**src/rtl/bsearch_ctrl.sv**
```systemverilog
// -----------------------------------------------------------------------------
// bsearch_ctrl
//   Binary-search sequencer for a sorted, ascending ram32x4-style memory with a
//   1-cycle registered read. Looks up a DATA_W-bit target and reports whether it
//   was found, where, and how many RAM probes the search used.
//
// Handshake (single rule for the whole block):
//   s is a level. Raising s in IDLE starts a search (target is sampled on that
//   edge). s must stay high until done; done is high only in DONE and stays high
//   while s is held. Dropping s in any state returns the block to IDLE on the
//   next edge. An abort leaves found/loc/probes at their partial values.
//
// Ports:
//   clk        in   clock, all state changes on the rising edge
//   reset_n    in   asynchronous, active-low reset
//   s          in   start/continue level
//   target     in   [DATA_W-1:0] value to search for
//   ram_addr   out  [ADDR_W-1:0] RAM read address, always equal to mid
//   ram_dout   in   [DATA_W-1:0] RAM read data (valid the cycle after address)
//   done       out  high in DONE only
//   found      out  match found in the last completed search
//   loc        out  [ADDR_W-1:0] address of the match, 0 when not found
//   probes     out  [2:0] compare cycles used by the last/current search
//   dbg_state  out  [1:0] current FSM state (0 IDLE, 1 READ, 2 CMP, 3 DONE)
// -----------------------------------------------------------------------------
module bsearch_ctrl #(
    parameter int ADDR_W = 5,
    parameter int DATA_W = 4
) (
    input  logic              clk,
    input  logic              reset_n,
    input  logic              s,
    input  logic [DATA_W-1:0] target,
    output logic [ADDR_W-1:0] ram_addr,
    input  logic [DATA_W-1:0] ram_dout,
    output logic              done,
    output logic              found,
    output logic [ADDR_W-1:0] loc,
    output logic [2:0]        probes,
    output logic [1:0]        dbg_state
);

    typedef enum logic [1:0] {
        IDLE = 2'd0,
        READ = 2'd1,
        CMP  = 2'd2,
        DONE = 2'd3
    } state_t;

    localparam logic [ADDR_W-1:0] ADDR_MAX = {ADDR_W{1'b1}};

    state_t            state;
    logic [ADDR_W-1:0] low;
    logic [ADDR_W-1:0] high;
    logic [DATA_W-1:0] tgt_q;

    // One extra bit on the sum so low+high never wraps before the halving.
    logic [ADDR_W:0]   sum;
    logic [ADDR_W-1:0] mid;

    always_comb begin
        sum = {1'b0, low} + {1'b0, high};
        mid = sum[ADDR_W:1];
    end

    assign ram_addr  = mid;
    assign dbg_state = state;

    always_ff @(posedge clk or negedge reset_n) begin
        if (!reset_n) begin
            state  <= IDLE;
            low    <= '0;
            high   <= ADDR_MAX;
            tgt_q  <= '0;
            done   <= 1'b0;
            found  <= 1'b0;
            loc    <= '0;
            probes <= '0;
        end else begin
            case (state)
                IDLE: begin
                    low  <= '0;
                    high <= ADDR_MAX;
                    done <= 1'b0;
                    if (s) begin
                        tgt_q  <= target;
                        found  <= 1'b0;
                        loc    <= '0;
                        probes <= '0;
                        state  <= READ;
                    end
                end

                // The RAM registers ram_addr (= mid) on the edge leaving READ.
                READ: begin
                    if (!s) begin
                        low   <= '0;
                        high  <= ADDR_MAX;
                        state <= IDLE;
                    end else begin
                        state <= CMP;
                    end
                end

                CMP: begin
                    probes <= probes + 3'd1;
                    if (!s) begin
                        // Bounds go back to full range so ram_addr is the
                        // midpoint of the whole memory as soon as IDLE is entered.
                        low   <= '0;
                        high  <= ADDR_MAX;
                        state <= IDLE;
                    end else if (ram_dout == tgt_q) begin
                        found <= 1'b1;
                        loc   <= mid;
                        done  <= 1'b1;
                        state <= DONE;
                    end else if (ram_dout < tgt_q) begin
                        // mid == high means the window is exhausted; stepping
                        // low past high could also wrap at the top address.
                        if (mid == high) begin
                            done  <= 1'b1;
                            state <= DONE;
                        end else begin
                            low   <= mid + 1'b1;
                            state <= READ;
                        end
                    end else begin
                        // Mirror case: guards high against underflow at 0.
                        if (mid == low) begin
                            done  <= 1'b1;
                            state <= DONE;
                        end else begin
                            high  <= mid - 1'b1;
                            state <= READ;
                        end
                    end
                end

                DONE: begin
                    if (!s) begin
                        low   <= '0;
                        high  <= ADDR_MAX;
                        done  <= 1'b0;
                        state <= IDLE;
                    end
                end

                default: begin
                    state <= IDLE;
                end
            endcase
        end
    end

endmodule
```
**config.mk**
```make
export PLATFORM = sky130hd
export DESIGN_NAME = bsearch_ctrl
export DESIGN_NICKNAME = d
export VERILOG_FILES = /design/src/rtl/bsearch_ctrl.sv
export SDC_FILE = /design/constraint.sdc
export NUM_CORES = 1
export LEC_CHECK = 0
export CORE_MARGIN = 10
export CORE_UTILIZATION = 40
export DETAILED_ROUTE_END_ITERATION = 7
export GPL_TIMING_DRIVEN = 0
export PLACE_DENSITY = 0.6
export SKIP_LAST_GASP = 1
export SYNTH_ARGS = -nofsm -noshare
export SYNTH_HDL_FRONTEND = slang
export SYNTH_SLANG_ARGS = --single-unit
```
**constraint.sdc**
```tcl
create_clock -name clk -period 4.61 [get_ports clk]
set_input_delay 1.1525 -clock clk [delete_from_list [all_inputs] [get_ports clk]]
set_output_delay 1.1525 -clock clk [all_outputs]
set_load 0.005 [all_outputs]
```
run_1/clock_map.png
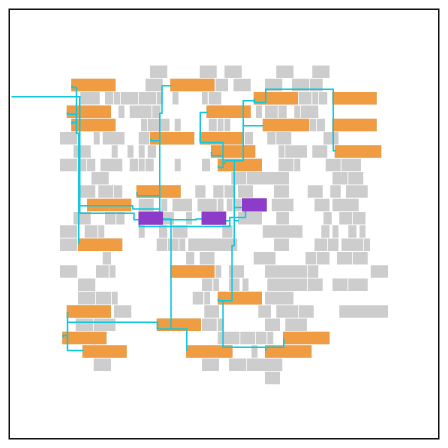
Key: cells driving clock nets = purple [count 3]; clock wires = cyan [length 393 µm]; flip-flops = orange [count 26]
There are 4 routed clock nets.
Clk power: 0.154 mW
Clk pwr share: 29.9%
Latency at later pin: 0.27 ns
Max Clock Skew: 0.00479 ns

run_1/final_clocks.png
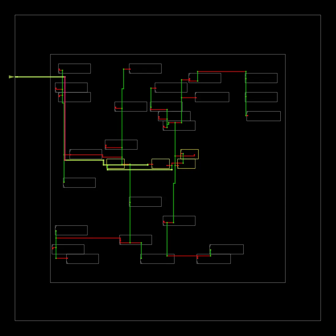
clock sink count: 26
seq_cells: 26

==> impl_metrics.py, run 1 <==
# Metrics from the implementation run
metrics = {
    "drt": {
        "ant_nets": 0,
        "first_pass_iters": 4,
        "vias_per_cell": 5.50,
    },
    "synth": {
        "postSynthAreaPerCell_um2": 10.3,
        "synth_warnings": 0,
        "synth-edff-count": 0,
        "top_cells_by_count": "21 x dfrtp_1, 21 x nand2_1, 12 x inv_1",
        "synthFlopType": "dfrtp_1",
    },
    "worst_setup_path": {
        "crit_path_end_kind": "output pin",
        "crit_chain": "and2_1, fa_1, a21o_1, a21oi_2, xnor2_1, clkdlybuf4s50_1",
        "critPathTopFamily": "buffers and inverters",
        "worstPathRequired_ns": 3.46,
        "path_class": "flop to output pin",
    },
    "power": {
        "power.switching_mw": 0.146,
        "power.share.switching_pct": 28.4,
        "power_leader": "sequential cells",
    },
    "layout": {
        "comb_area_share_pct": 48.8,
        "seq_area_um2": 657,
    },
    "die": {
        "die_y_um": 87.4,
        "coreArea_um2": 4380,
    },
    "run_status": {
        "status": "finished clean",
    },
    "min_path": {
        "hp-class": "flop to flop",
    },
    "placement": {
        "dpl.cell_count": 256,
        "place_congestion": 0.790,
    },
    "clock_network": {
        "cts_buffers": 3,
    },
}
run_1/met1.png
Supply wires on this layer in gray.
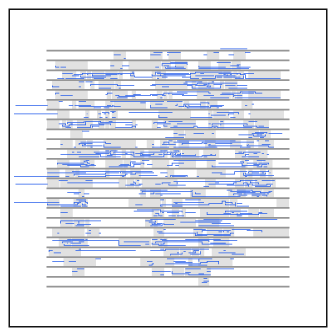
The layer carries 1,990 µm of wire. 209 nets have wire on it. The wires run mostly horizontal. The longest straight run is 22.1 µm. The layer holds 45% of the routed length.

[run 1: metal layers]
| metal | part of all wire, % | up-vias | wire, µm | global-route usage, % |
|---|---|---|---|---|
| li1 | - | 700 | - | - |
| met1 | 44 | 710 | 1990 | 15.0 |
| met2 | 51 | 18 | 2290 | 20.7 |
| met3 | 3.8 | 2 | 169 | 3.28 |
| met4 | 0.51 | 0 | 23 | 1.74 |
| met5 | 0 | - | 0 | 0 |
[run 1: path summary, 6_finish.rpt]
path	to	slack, ns	start	cells after the start
max	ram_addr[3]	0.76	low[0]	6
min	found	0.51	found	2
max reg2reg	low[1]	1.94	low[0]	8
min reg2reg	found	0.51	found	2
max in group asynchronous	found	2.40	reset_n	1
min in group asynchronous	low[2]	1.50	reset_n	1
[run 1: kinds of logic (layout without fill, tap and decap cells)]
group           Yosys count  after routing  share of synthesized area (%)
compound gates           48             48                           20.0
xor+xnor                 17             17                           12.8
flops                    26             26                           36.2
fa+ha+maj                12             12                           8.68
simple gates             54             54                           16.0
buf+inv                  17             48                           4.54
mux                       3              3                           1.79
[run 1: worst reg2reg max path: stages (launching register included)]
cell	delay, ns
dfrtp_1	0.44
and2_1	0.19
fa_1	0.54
clkbuf_1	0.40
xnor2_1	0.12
nand2_1	0.10
nor4_2	0.06
nor3_1	0.51
o22ai_1	0.18
[run 1: through the flow]
stage	total power [mW]	setup slack (ns)
after floorplan	0.322	1.84
after global placement	0.363	1.08
after detailed placement	0.366	1.04
after CTS	0.518	0.721
after global routing	0.545	0.633
final	0.515	0.755
[run 1: registers in the layout, indices dropped and copies added, names as in the netlist]
register and cells:
loc 5, done 1, low 5, tgt_q 4, dbg_state 2, found 1, high 5, probes 3
run_1/drive_strength.png
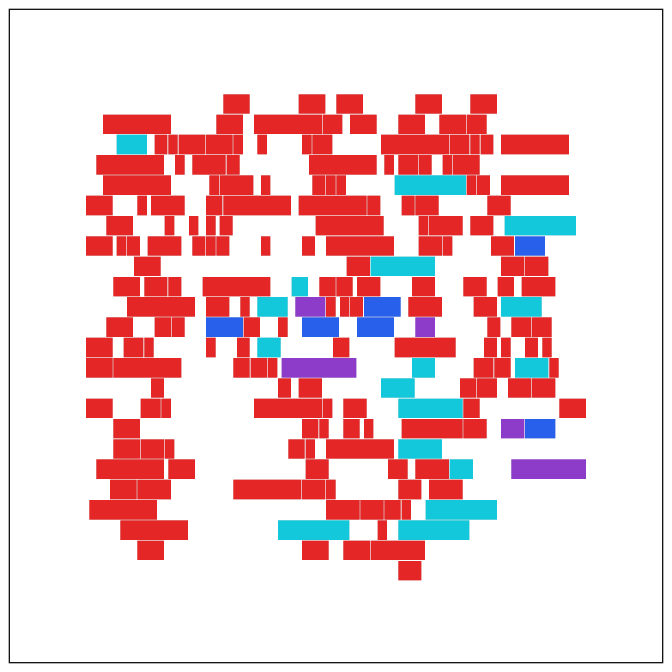

==> run 2, diff against run 1 <==
- PLACE_DENSITY: 0.6 -> 0.63
- clock period: 4.61 -> 3.3 ns (I/O delays scaled with it)
run_2/drive_strength.png
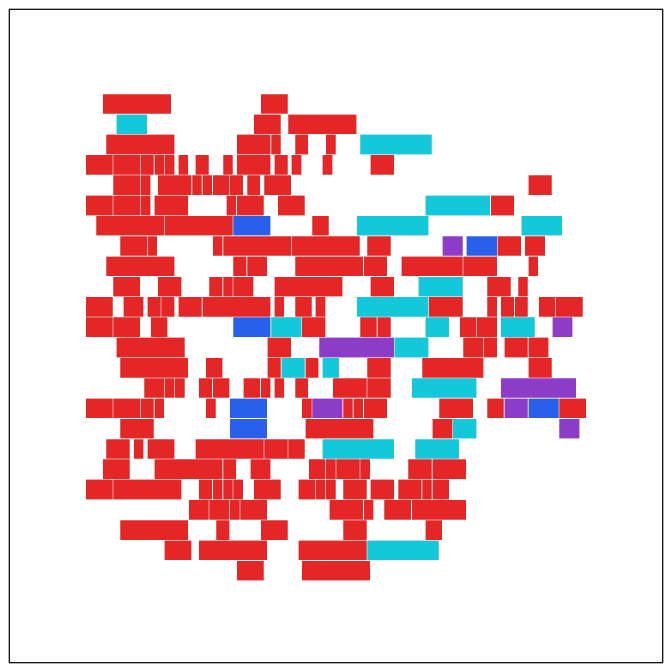
Key: drive 6 and up = blue [cells 6]; drive 1 or less = red [cells 179]; drive 2 = cyan [cells 18]; drive 3 to 4 = purple [cells 7]

run_2/met1.png
Supply wires on this layer in gray.
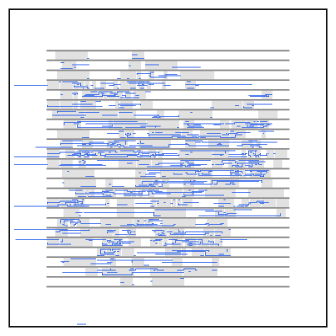
The wires run mostly horizontal. 211 nets have wire on it. The layer holds 43% of the routed length. The layer carries 1,830 µm of wire.
met1 global-route usage: 13.9%
total wire length: 4230 µm
detailed-route via count: 1,442

run_2/final_clocks.png
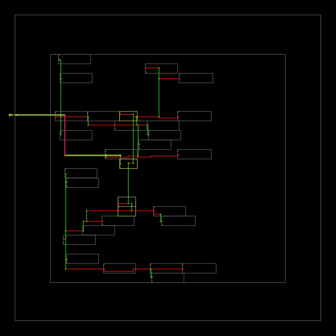
Clk power: 0.202 mW
clkbuf count: 4
CTS Buf Count: 3
Max Clock Skew: 0.00474 ns

==> impl_metrics.py, run 2 <==
# Metrics from the implementation run
metrics = {
    "grt": {
        "grt_overflow": 0,
    },
    "drt": {
        "first_pass_iters": 4,
        "ant_nets": 0,
        "vias_per_cell": 5.50,
        "drcViolationCount": 0,
    },
    "clock_network": {
        "cts.sinks": 26,
    },
    "worst_setup_path": {
        "crit_path_end_kind": "output pin",
        "worstPathRequired_ns": 2.47,
        "path_class": "flop to output pin",
        "max_stage_delay_ns": 0.60,
        "crit_chain": "and2_1, fa_1, xor2_2, clkdlybuf4s50_1",
    },
    "layout": {
        "layout.cells.most_common": "clkdlybuf4s50_1",
        "largestRegisters": "high (5), loc (5), low (5)",
    },
    "final_timing": {
        "fin_setup_tns_ns": 0,
    },
    "die": {
        "pin_count": 28,
        "die_y_um": 87.4,
        "coreArea_um2": 4380,
    },
    "run_status": {
        "status": "finished clean",
    },
    "synth": {
        "synthFlopType": "dfrtp_1",
        "postSynthAreaPerCell_um2": 10.3,
        "fp_nets": 200,
        "ys_cells": 177,
    },
    "placement": {
        "place_congestion": 0.791,
    },
    "min_path": {
        "hp-class": "flop to flop",
    },
}
run 2: per-stage QoR:
step	setup WS, ns	power (mW)	std cells	hold WS (ns)	cell area [µm²]
2_1_floorplan	0.861	0.450	177	0.485	1820
3_3_place_gp	0.0489	0.505	256	0.493	2150
3_5_place_dp	0.0506	0.511	256	0.501	2150
4_1_cts	0.103	0.718	261	0.522	2220
5_1_grt	0.0233	0.748	262	0.540	2230
6_report	0.147	0.706	262	0.521	2230
run 2: metal layers:
metal	share of wire, %	routed length (µm)	track usage [%]	up-vias
li1	-	-	-	706
met5	0	0	0	-
met3	4.9	206	2.53	2
met1	43	1830	13.9	706
met2	52	2190	19.8	28
met4	0.26	11	3.33	0
run 2: power breakdown:
part	internal [mW]	switching (mW)	total, mW
Combinational	0.0726	0.0828	0.155
Sequential	0.336	0.0128	0.349
Clock	0.107	0.0952	0.202
run 2: worst paths after layout:
path | start | endpoint | slack, ns | depth (start not counted)
worst max-delay path | low[0] | ram_addr[1] | 0.15 | 4
worst min-delay path | probes[0] | probes[0] | 0.52 | 1
worst max register to register | high[4] | low[2] | 0.69 | 8
worst min register to register | probes[0] | probes[0] | 0.52 | 1
max in group asynchronous | reset_n | dbg_state[0] | 1.43 | 1
min in group asynchronous | reset_n | loc[2] | 1.18 | 1
run 2: cell families (layout without fill, tap and decap cells):
logic type	Yosys count	count (layout)	synth area share (%)
buffers and inverters	17	50	4.54
and+or+nand+nor	54	54	16.0
muxes	3	3	1.79
AOI/OAI and AO/OA	48	48	20.0
DFF	26	26	36.2
adders and majority gates	12	12	8.68
xor gates and xnor gates	17	17	12.8
run 2: final cells by class:
cell class	count	area, µm²
clock buffer	4	55.1
sequential	26	657
buffer	5	37.5
fill	402	2160
timing repair buffer	29	284
multi-input combinational	134	1080
inverter	12	45.0
tap	52	65.1
run_2/clock_map.png
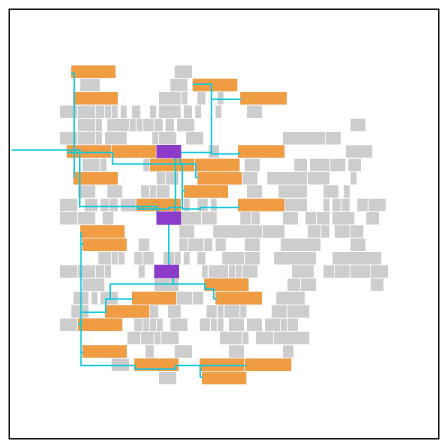

==> run 3, diff against run 2 <==
- CORE_ASPECT_RATIO: not set -> 0.8
run_3/clock_map.png
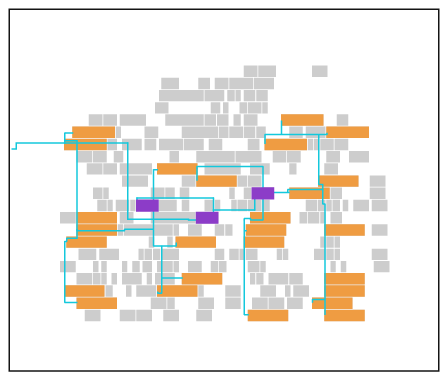
Key: clock wires = cyan [length 337 µm]; cells driving clock nets = purple [count 3]; flip-flops = orange [count 26]
There are 4 routed clock nets.

run_3/final_clocks.png
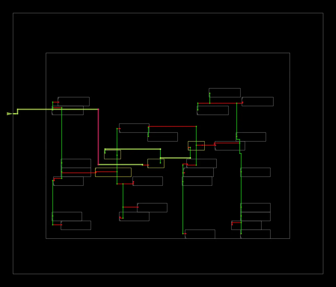
Max Clock Skew: 0.00869 ns
Clk power: 0.265 mW
clkbuf count: 3

run_3/met1.png
Supply wires on this layer in gray.
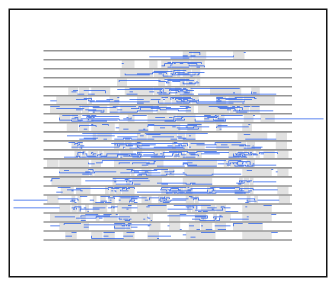
The longest straight run is 37.3 µm. The wires run mostly horizontal. The layer holds 48% of the routed length.

==> impl_metrics.py, run 3 <==
# Metrics from the implementation run
metrics = {
    "run_status": {
        "status": "finished clean",
    },
    "power": {
        "power_frac_seq_pct": 45.3,
        "power.share.switching_pct": 25.7,
        "internal-power_mw": 0.572,
        "power.switching_mw": 0.198,
        "total_power_mw": 0.769,
        "p_comb_share_pct": 20.3,
    },
    "clock_network": {
        "cts_buffers": 3,
    },
    "min_path": {
        "hp-class": "flop to flop",
        "hp-start": "found",
        "holdPathStages": 2,
        "hold-path-endpoint": "found",
    },
    "placement": {
        "dp_slack_ns": 0.109,
    },
    "layout": {
        "layout.cells.most_common": "clkdlybuf4s50_1",
        "n_fill_cell": 382,
        "largestRegisters": "high (5), loc (5), low (5)",
        "logic_area_um2": 1090,
        "design_area_um2": 2260,
        "final_cells": 268,
    },
    "synth": {
        "ys_top_logic_family": "AND-OR/OR-AND gates",
        "ys_sh_mux_pct": 1.79,
        "ys_cells": 177,
        "postSynthAreaPerCell_um2": 10.3,
    },
    "drt": {
        "vias_per_cell": 5.44,
        "vias": 1459,
        "first_pass_iters": 4,
        "wl_um": 4240,
        "drcViolationCount": 0,
    },
    "worst_setup_path": {
        "worstPathRequired_ns": 2.47,
        "reg2reg_slack_ns": 0.61,
        "reg2reg_to": "low[0]",
        "worstRegToRegCells": 8,
        "r2r-start": "low[0]",
    },
    "die": {
        "die_y_um": 80.3,
        "coreArea_um2": 4280,
        "pin_count": 28,
    },
    "grt": {
        "grt_overflow": 0,
    },
    "final_timing": {
        "fin_setup_tns_ns": 0,
    },
}
run 3: cell types whose count changed in the layout (fill, tap and decap cells not counted), sizes merged:
cell          change
dlygate4sd2       -1
clkbuf            -1
bufinv            +1
buf               +1
dlymetal6s2s      +1
run 3: power groups by stage:
stage | sequential (mW) | combinational (mW) | clock (mW)
2_1_floorplan | 0.353 | 0.0970 | 0
3_3_place_gp | 0.354 | 0.152 | 0
3_5_place_dp | 0.355 | 0.155 | 0
4_1_cts | 0.349 | 0.157 | 0.271
5_1_grt | 0.352 | 0.175 | 0.289
6_report | 0.348 | 0.156 | 0.265
run 3: area by class of cell:
cell class	count	area share, %
sequential	26	29.0
tap	57	3.15
buffer	5	1.66
clock inverter	1	1.33
clock buffer	3	1.82
inverter	12	1.99
timing repair buffer	30	13.0
multi-input combinational	134	48.0
run 3: worst max-delay path by stage:
| stage | from | to | slack [ns] | depth (start not counted) |
|---|---|---|---|---|
| after floorplan | low[0] | ram_addr[3] | 0.86 | 5 |
| after global placement | low[0] | ram_addr[3] | 0.12 | 6 |
| after detailed placement | low[0] | ram_addr[3] | 0.11 | 6 |
| after CTS | low[0] | ram_addr[3] | -0.1 | 6 |
| after global routing | low[0] | ram_addr[1] | -0.06 | 4 |
| final | low[0] | ram_addr[1] | 0.08 | 4 |
run 3: what timing repair did:
item                       4_1_cts  5_1_grt
setup buffers                    1        2
setup endpoints to repair        2        4
gates resized                    1        2
pin swaps                        1        0
run 3: worst max-delay path, stage by stage (launching register included):
cell and delay [ns]:
dfrtp_1 0.42, and2_1 0.19, fa_1 0.43, xor2_2 0.48
clkdlybuf4s50_1 0.61
run 3: metal layers:
metal | wire [µm] | GRT usage, %
met2 | 1930 | 18.2
met4 | 28 | 2.24
met1 | 2040 | 15.5
met5 | 0 | 0
met3 | 238 | 3.07
No activity file was given, so power comes from the tool's default toggle rates.
